Run 1, logic cells by family:
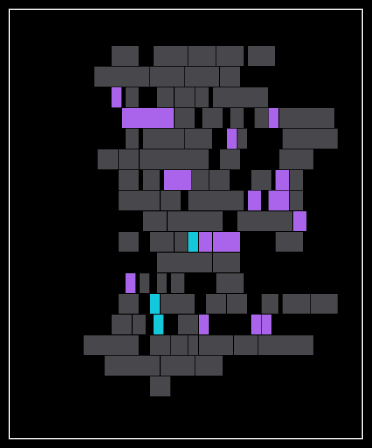
Run 1, routed metal per tile:
9 x 11 tiles, from white (low) to dark blue (high), scaled to the fullest tile. Values are wire area over tile area, all layers added.
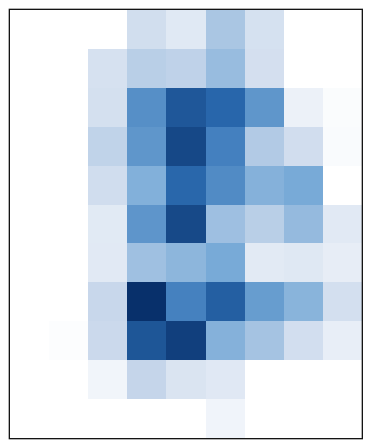
Run 1, layout detail:
Scale bar: 5 microns. Region (13, 29) to (33, 49) microns. Cells in gray, sequential cells in the stronger gray; small squares are vias.
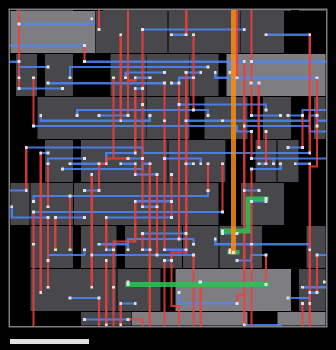
Run 1, pin map:
Scale bar: 10 microns. Pins as bars across the die edge, other pins in gray.
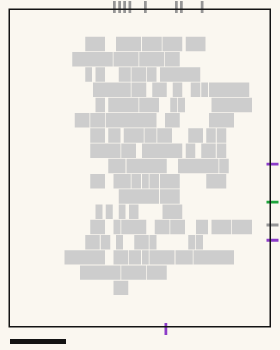
`src/rtl/rst_seq_pkg.sv`:
```
// rst_pkg: shared defaults, channel names and lowest-set-bit helper for the reset sequencer
package rst_pkg;
   localparam int RST_N_CH_DEF    = 3;
   localparam int RST_STRETCH_DEF = 4;
   typedef enum int {
      RST_CH_CORE = 0,
      RST_CH_MEM  = 1,
      RST_CH_IO   = 2
   } rst_ch_e;
   // Returns 16 when no bit is set, which never lowers a release index.
   function automatic logic [4:0] rst_low_bit(input logic [15:0] v);
      rst_low_bit = 5'd16;
      for (int i = 15; i >= 0; i--)
         if (v[i]) rst_low_bit = 5'(i);
   endfunction
endpackage

```
`src/rtl/rst_stretch_cnt.sv`:
```
// rst_stretch_cnt: modulo-STRETCH counter with restart, tick on terminal count
module rst_stretch_cnt #(
   parameter int STRETCH = 4
) (
   input  logic clk,
   input  logic rst,
   input  logic clr,
   input  logic en,
   output logic tick
);
   localparam int W = (STRETCH > 1) ? $clog2(STRETCH) : 1;
   logic [W-1:0] cnt_q, cnt_d;
   always_comb begin
      tick  = en && (cnt_q == W'(STRETCH - 1));
      cnt_d = (clr || tick) ? '0 : en ? cnt_q + 1'b1 : cnt_q;
   end
   always_ff @(posedge clk) begin
      if (rst) cnt_q <= '0;
      else     cnt_q <= cnt_d;
   end
endmodule

```
`src/rtl/rst_seq.sv`:
```
// rst_seq: staged release of N_CH active-low resets with per-channel re-request
module rst_seq
   import rst_pkg::*;
#(
   parameter int N_CH         = RST_N_CH_DEF,
   parameter int STRETCH      = RST_STRETCH_DEF,
   parameter bit ARM_REQUIRED = 1'b1
) (
   input  logic            clk,
   input  logic            rst,
   input  logic [N_CH-1:0] usr_rst,
   output logic [N_CH-1:0] rstn,
   output logic            armed,
   output logic            done,
   output logic [N_CH-1:0] cause
);
   localparam int IW = $clog2(N_CH + 1);
   logic            armed_q, armed_d, done_q, done_d;
   logic [IW-1:0]   rel_idx_q, rel_idx_d, req_idx, rel_idx_nx;
   logic [N_CH-1:0] rstn_q, rstn_d, cause_q, cause_d;
   logic [4:0]      low;
   logic            arming, req, cnt_en, tick;
   function automatic logic [N_CH-1:0] thermo(input logic [IW-1:0] idx);
      thermo = '0;
      for (int i = 0; i < N_CH; i++) thermo[i] = (i < int'(idx));
   endfunction
   rst_stretch_cnt #(.STRETCH(STRETCH)) u_cnt (
      .clk  (clk),
      .rst  (rst),
      .clr  (req),
      .en   (cnt_en),
      .tick (tick)
   );
   always_comb begin
      low        = rst_low_bit(16'(usr_rst));
      arming     = !armed_q && (ARM_REQUIRED ? |usr_rst : 1'b1);
      req        = (armed_q && |usr_rst) || arming;
      cnt_en     = armed_q && usr_rst == '0 && rel_idx_q < IW'(N_CH);
      req_idx    = (low < 5'(rel_idx_q)) ? IW'(low) : rel_idx_q;
      rel_idx_nx = rel_idx_q + 1'b1;
   end
   always_comb begin
      armed_d   = armed_q;
      rel_idx_d = rel_idx_q;
      rstn_d    = rstn_q;
      done_d    = done_q;
      cause_d   = cause_q;
      if (req) begin
         // A finished episode's cause is kept until the next request starts a new one.
         armed_d   = 1'b1;
         rel_idx_d = req_idx;
         rstn_d    = thermo(req_idx);
         done_d    = 1'b0;
         cause_d   = (done_q ? '0 : cause_q) | usr_rst;
      end else if (tick) begin
         rel_idx_d = rel_idx_nx;
         rstn_d    = thermo(rel_idx_nx);
         done_d    = rel_idx_nx == IW'(N_CH);
      end
   end
   always_ff @(posedge clk) begin
      if (rst) begin
         armed_q   <= 1'b0;
         rel_idx_q <= '0;
         rstn_q    <= '0;
         done_q    <= 1'b0;
         cause_q   <= '0;
      end else begin
         armed_q   <= armed_d;
         rel_idx_q <= rel_idx_d;
         rstn_q    <= rstn_d;
         done_q    <= done_d;
         cause_q   <= cause_d;
      end
   end
   assign rstn  = rstn_q;
   assign armed = armed_q;
   assign done  = done_q;
   assign cause = cause_q;
endmodule

```
`config.mk`:
```
export PLATFORM = sky130hd
export DESIGN_NAME = rst_seq
export DESIGN_NICKNAME = d
export VERILOG_FILES = /design/src/rtl/rst_seq_pkg.sv /design/src/rtl/rst_stretch_cnt.sv /design/src/rtl/rst_seq.sv
export SDC_FILE = /design/constraint.sdc
export NUM_CORES = 1
export LEC_CHECK = 0
export CAP_MARGIN = 30
export CORE_ASPECT_RATIO = 1.25
export CORE_MARGIN = 3
export CORE_UTILIZATION = 30
export CTS_CLUSTER_DIAMETER = 120
export DETAILED_ROUTE_END_ITERATION = 8
export PLACE_DENSITY = 0.6
export SYNTH_ARGS = -nofsm -noshare
export SYNTH_HDL_FRONTEND = slang
export SYNTH_SLANG_ARGS = --single-unit
```
`constraint.sdc`:
```
create_clock -name clk -period 1.95 [get_ports clk]
set_clock_uncertainty 0.05 [all_clocks]
set_input_delay 0.2925 -clock clk [delete_from_list [all_inputs] [get_ports clk]]
set_output_delay 0.2925 -clock clk [all_outputs]
set_load 0.01 [all_outputs]
```
==> GITHUB_STEP_SUMMARY, run 1 <==
### Metrics collected by this job

| Metric | Value |
|---|---|
| DIE HEIGHT | around 56 microns |
| DRT antenna net count | 0 |
| Final Instance Area | about 870 sq um |
| Buffer share of cell area | approximately a quarter |
| Leak | between 0.0003 and 0.0004 uW |
| TritonCTS Buffers | 3 |
| Final min period | between 1500 and 2000 ps |
| Leading cell kind | combinational gates |
| Final GP Congestion | a little under 0.8 |
| Area growth, synth to finish | 42.09% |
| Non-clk invs | 3 |
| Post-synth seq share | a little over a third |
| Fin crit share | slightly above 80% |
| GR Layer Usage met3 | 3.205% |
| Reg2Reg Launch Point | rstn[1]$_SDFFE_PP0P_ |
| Wire length of the first global-routing pass | about 2.5 mm |
| Cell count after synthesis | a little under 70 |
| Worst r2r path cells | 6 |
| Pre-CTS WS | -395.9 ps |
| #MultiIn Comb | around 50 |
| Top-count cell post-synth | dfxtp_1 |
| Unique cell types | 30 |
| Worst Tran Pin Value | between 300 and 400 ps |
| Die X | 46.31 microns |
| Finished Layout Cells | 110 |
| CP max stage cell | nor3b_4 |
| Combinational share of cell area | between 40% and 50% |
| Fin. Hold Viols | 0 |
| Syn Nets | a little under 80 |
| Kind of end point of the critical path | register |
| Total Power | 492.1 uW |
| Filler instances | around 160 |
| M1 wire length | roughly 670 microns |
| R2R Setup Slk | roughly 370 ps |
| Fp_density | approximately 33% |
| Chip area | approximately 0.0026 sq mm |
| Status | finished, final reports clean |
About 'logic cells by family':
Purple is nor cells, cells 15. Cyan is inv cells, cells 3.

About 'routed metal per tile':
The mean over all tiles is 0.091. The fullest tile reaches 0.38. The densest ninth of the die: center. The emptiest ninth of the die: lower left. 37% of the tiles are nearly empty. 18% of the tiles are over half the peak.

About 'layout detail':
Orange is metal 4. Blue is metal 1. Green is metal 3. Red is metal 2.
Netlist names of flops here include cause (2), done (1). Sequential cells in the window: 3. 31 logic cells have their middle in the window. Most frequent: buf_4 (5).

About 'pin map':
Green is armed, pins 1, direction output, edge right. Purple is rstn, pins 3, direction output, edge 2 right, 1 bottom.
All pins by edge: 8 top, 4 right, 1 bottom.

[run 1: sequential cells by signal, summed over array words and instances, names as in the netlist]
name         cells
armed            1
cause            3
done             1
rel_idx_q        1
rstn             3
u_cnt.cnt_q      2
[run 1: cell usage in the layout, fill, tap and decap left out, drive strengths merged]
cell type      count
ha                 5
and3               1
dfxtp             11
a211oi             1
mux2i              1
clkdlybuf4s50      9
o21ai              3
or3                1
inv                3
a31oi              1
nand3b             1
nor3               6
buf               10
a2bb2oi            1
o211ai             1
a221oi             1
a211o              1
o31ai              1
dlymetal6s2s       3
nor2               7
a311oi             1
o211a              1
nand2              3
nand2b             2
nor3b              2
o21bai             2
a21oi              7
clkbuf             4
and3b              1
==> run 1 -> run 2 <==
==> constraint.sdc (replaced) <==
create_clock -name clk -period 1.7 [get_ports clk]
set_clock_uncertainty 0.05 [all_clocks]
set_input_delay 0.255 -clock clk [delete_from_list [all_inputs] [get_ports clk]]
set_output_delay 0.255 -clock clk [all_outputs]
set_load 0.01 [all_outputs]
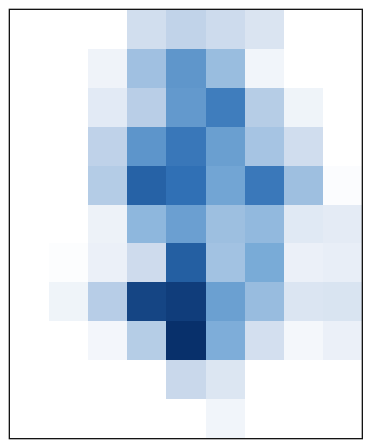
Run 2: routed metal per tile
9 x 11 tiles, from white (low) to dark blue (high), scaled to the fullest tile. Values are wire area over tile area, all layers added.
16% of the tiles are over half the peak. 40% of the tiles are nearly empty. The emptiest ninth of the die: lower left. The densest ninth of the die: center.

==> GITHUB_STEP_SUMMARY, run 2 <==
### Metrics collected by this job

| Metric | Value |
|---|---|
| Status | finished, final reports clean |
| Fin nets | 104 |
| Top cell excl fill/tap | buf_4 |
| WL final | roughly 1.5 mm |
| Syn Nets | a little under 80 |
| M1 wire length | roughly 660 microns |
| Placed standard-cell area | between 800 and 900 sq um |
| Fin. Hold Viols | 0 |
| Cell count after synthesis | approximately 69 |
| Mux share of post-synthesis cell area | 1.643% |
| GR Util met2 | 19.88% |
| Post-synth seq share | between 30% and 40% |
| DRT antenna net count | 0 |
| H-Tree Level Count | 1 |
| Top cells by area | dfxtp_1 36%, ha_1 10%, a21oi_1 5.7% |
| Most frequent cells in the layout | 12 x buf_4, 11 x dfxtp_1, 9 x clkdlybuf4s50_1, 7 x a21oi_1, 7 x nor2_1 |
| TritonCTS Buffers | 3 |
| NetSw | 154.2 uW |
| DR vias/cell | roughly 5.2 |
| And+or+nand+nor area frac | about 22% |
| Final GP Congestion | 0.7741 |
| Top-count cell post-synth | dfxtp_1 |
| RSZ-0062 raised after global routing | false |
| Max cap viols | 0 |
| Sequential power share | about half |
| Chip area | 0.002611 sq mm |
| Yosys chip area | 609.3 sq um |
| DR vias | around 580 |
| Worst-Skew Late Latency | around 280 ps |
| Clock sink count | 11 |
| Num rows | 17 |
| GRT overflow | 0 |
| Leak | 0.0003691 uW |
| Worst Hold Path EP | cause[2]$_SDFFE_PP0N_ |
| Filler instances | approximately 180 |
| Logic family by area | AND-OR/OR-AND gates |
| Count of library flops with an enable pin | 0 |
| DIE HEIGHT | 56.39 microns |
| GRT Overall Usage | 12.22% |
| Initial antenna violation count | 0 |
| Wire length of the first global-routing pass | between 2 and 2.5 mm |
| Clock share of power | about a third |
| Setup-failing EPs final | 0 |
| OpenROAD warnings | 28 |
| Synth top cells by count | 11 x dfxtp_1, 7 x a21oi_1, 7 x nor2_1 |
| Area share, top type | between 30% and 40% |
| Final min period | ~1700 ps |
| Setup CP Type | primary input to register |
| GR Layer Usage met3 | 3.205% |
| Xor+xnor area frac | 0% |
| Worst EP arrival | between 1500 and 2000 ps |
| Main power group | registers |
| Logic pwr share | between 10% and 20% |
| Area growth, synth to finish | 44.15% |
| Die X | between 40 and 50 microns |
| Worst r2r path cells | 6 |
| R2R Setup Slk | 130 ps |
| CP Capture Point | rstn[0]$_SDFFE_PP0P_ |
| Kind of end point of the critical path | register |
| Syn_area_per_cell | 8.831 sq um |
| Worst Tran Pin Value | ~320 ps |
| Pre-CTS WS | -520.3 ps |
| Setup TNS Final | 0 ps |
| Finished Layout Cells | about 110 |
| Ao+oa area frac | about a quarter |
| Utilization after layout | 47.46% |
| Crit path DRT | around 1800 ps |
| Fin crit share | between 90% and 100% |
| Max Slew Vio Count | 0 |
| Ys async rst share | 0% |
| Largest net degree at the start of global routing | 8 |
| PortBufs | 12 |
| Reg2Reg Launch Point | rstn[1]$_SDFFE_PP0P_ |
| Sw frac | between 20% and 30% |
| Most area-hungry cell type in the Yosys netlist | dfxtp_1 |
| Final Instance Area | between 800 and 900 sq um |
| Routed wl met2 | roughly 740 microns |
| Reg2reg end | rstn[0]$_SDFFE_PP0P_ |
| Total Power | approximately 570 uW |
| Placed Cells | around 110 |
| Fp_density | between 30% and 40% |
| DR DRC count | 0 |
| Drt wl/cell | between 10 and 15 microns |
| Internal cell power | around 420 uW |
| Unique cell types | 30 |
| Ys flop type | dfxtp_1 |
| Sequential logic power | 275 uW |
| I/O pins | 13 |
| Vias in the first global route | 573 |
| Critical path origin | usr_rst[1] |
-- run 2: repair_timing --
action / CTS / global route
endpoints found under the setup margin: 4 / 3
pin swaps: 5 / 3
resized: 7 / 1
hold buffers: 0 / 0
setup buffers: 0 / 1
-- run 2: cell type report --
| cell class | instances | area (sq um) | share of cell area, % |
|---|---|---|---|
| Sequential cell | 11 | 220.2 | 25.07 |
| Inverter | 3 | 11.26 | 1.282 |
| Clock buffer | 4 | 26.28 | 2.991 |
| Multi-Input combinational cell | 51 | 389.1 | 44.30 |
| Tap cell | 19 | 23.77 | 2.707 |
| Timing Repair Buffer | 24 | 207.7 | 23.65 |
-- run 2: worst max-delay path, cell delays in order --
cell and delay, ps:
dlygate4sd2_1 270, nor3b_4 260, ha_4 250, nand2b_4 140, a221oi_2 250, a2bb2oi_2 230
a311oi_1 110
No activity file was given, so power comes from the tool's default toggle rates.
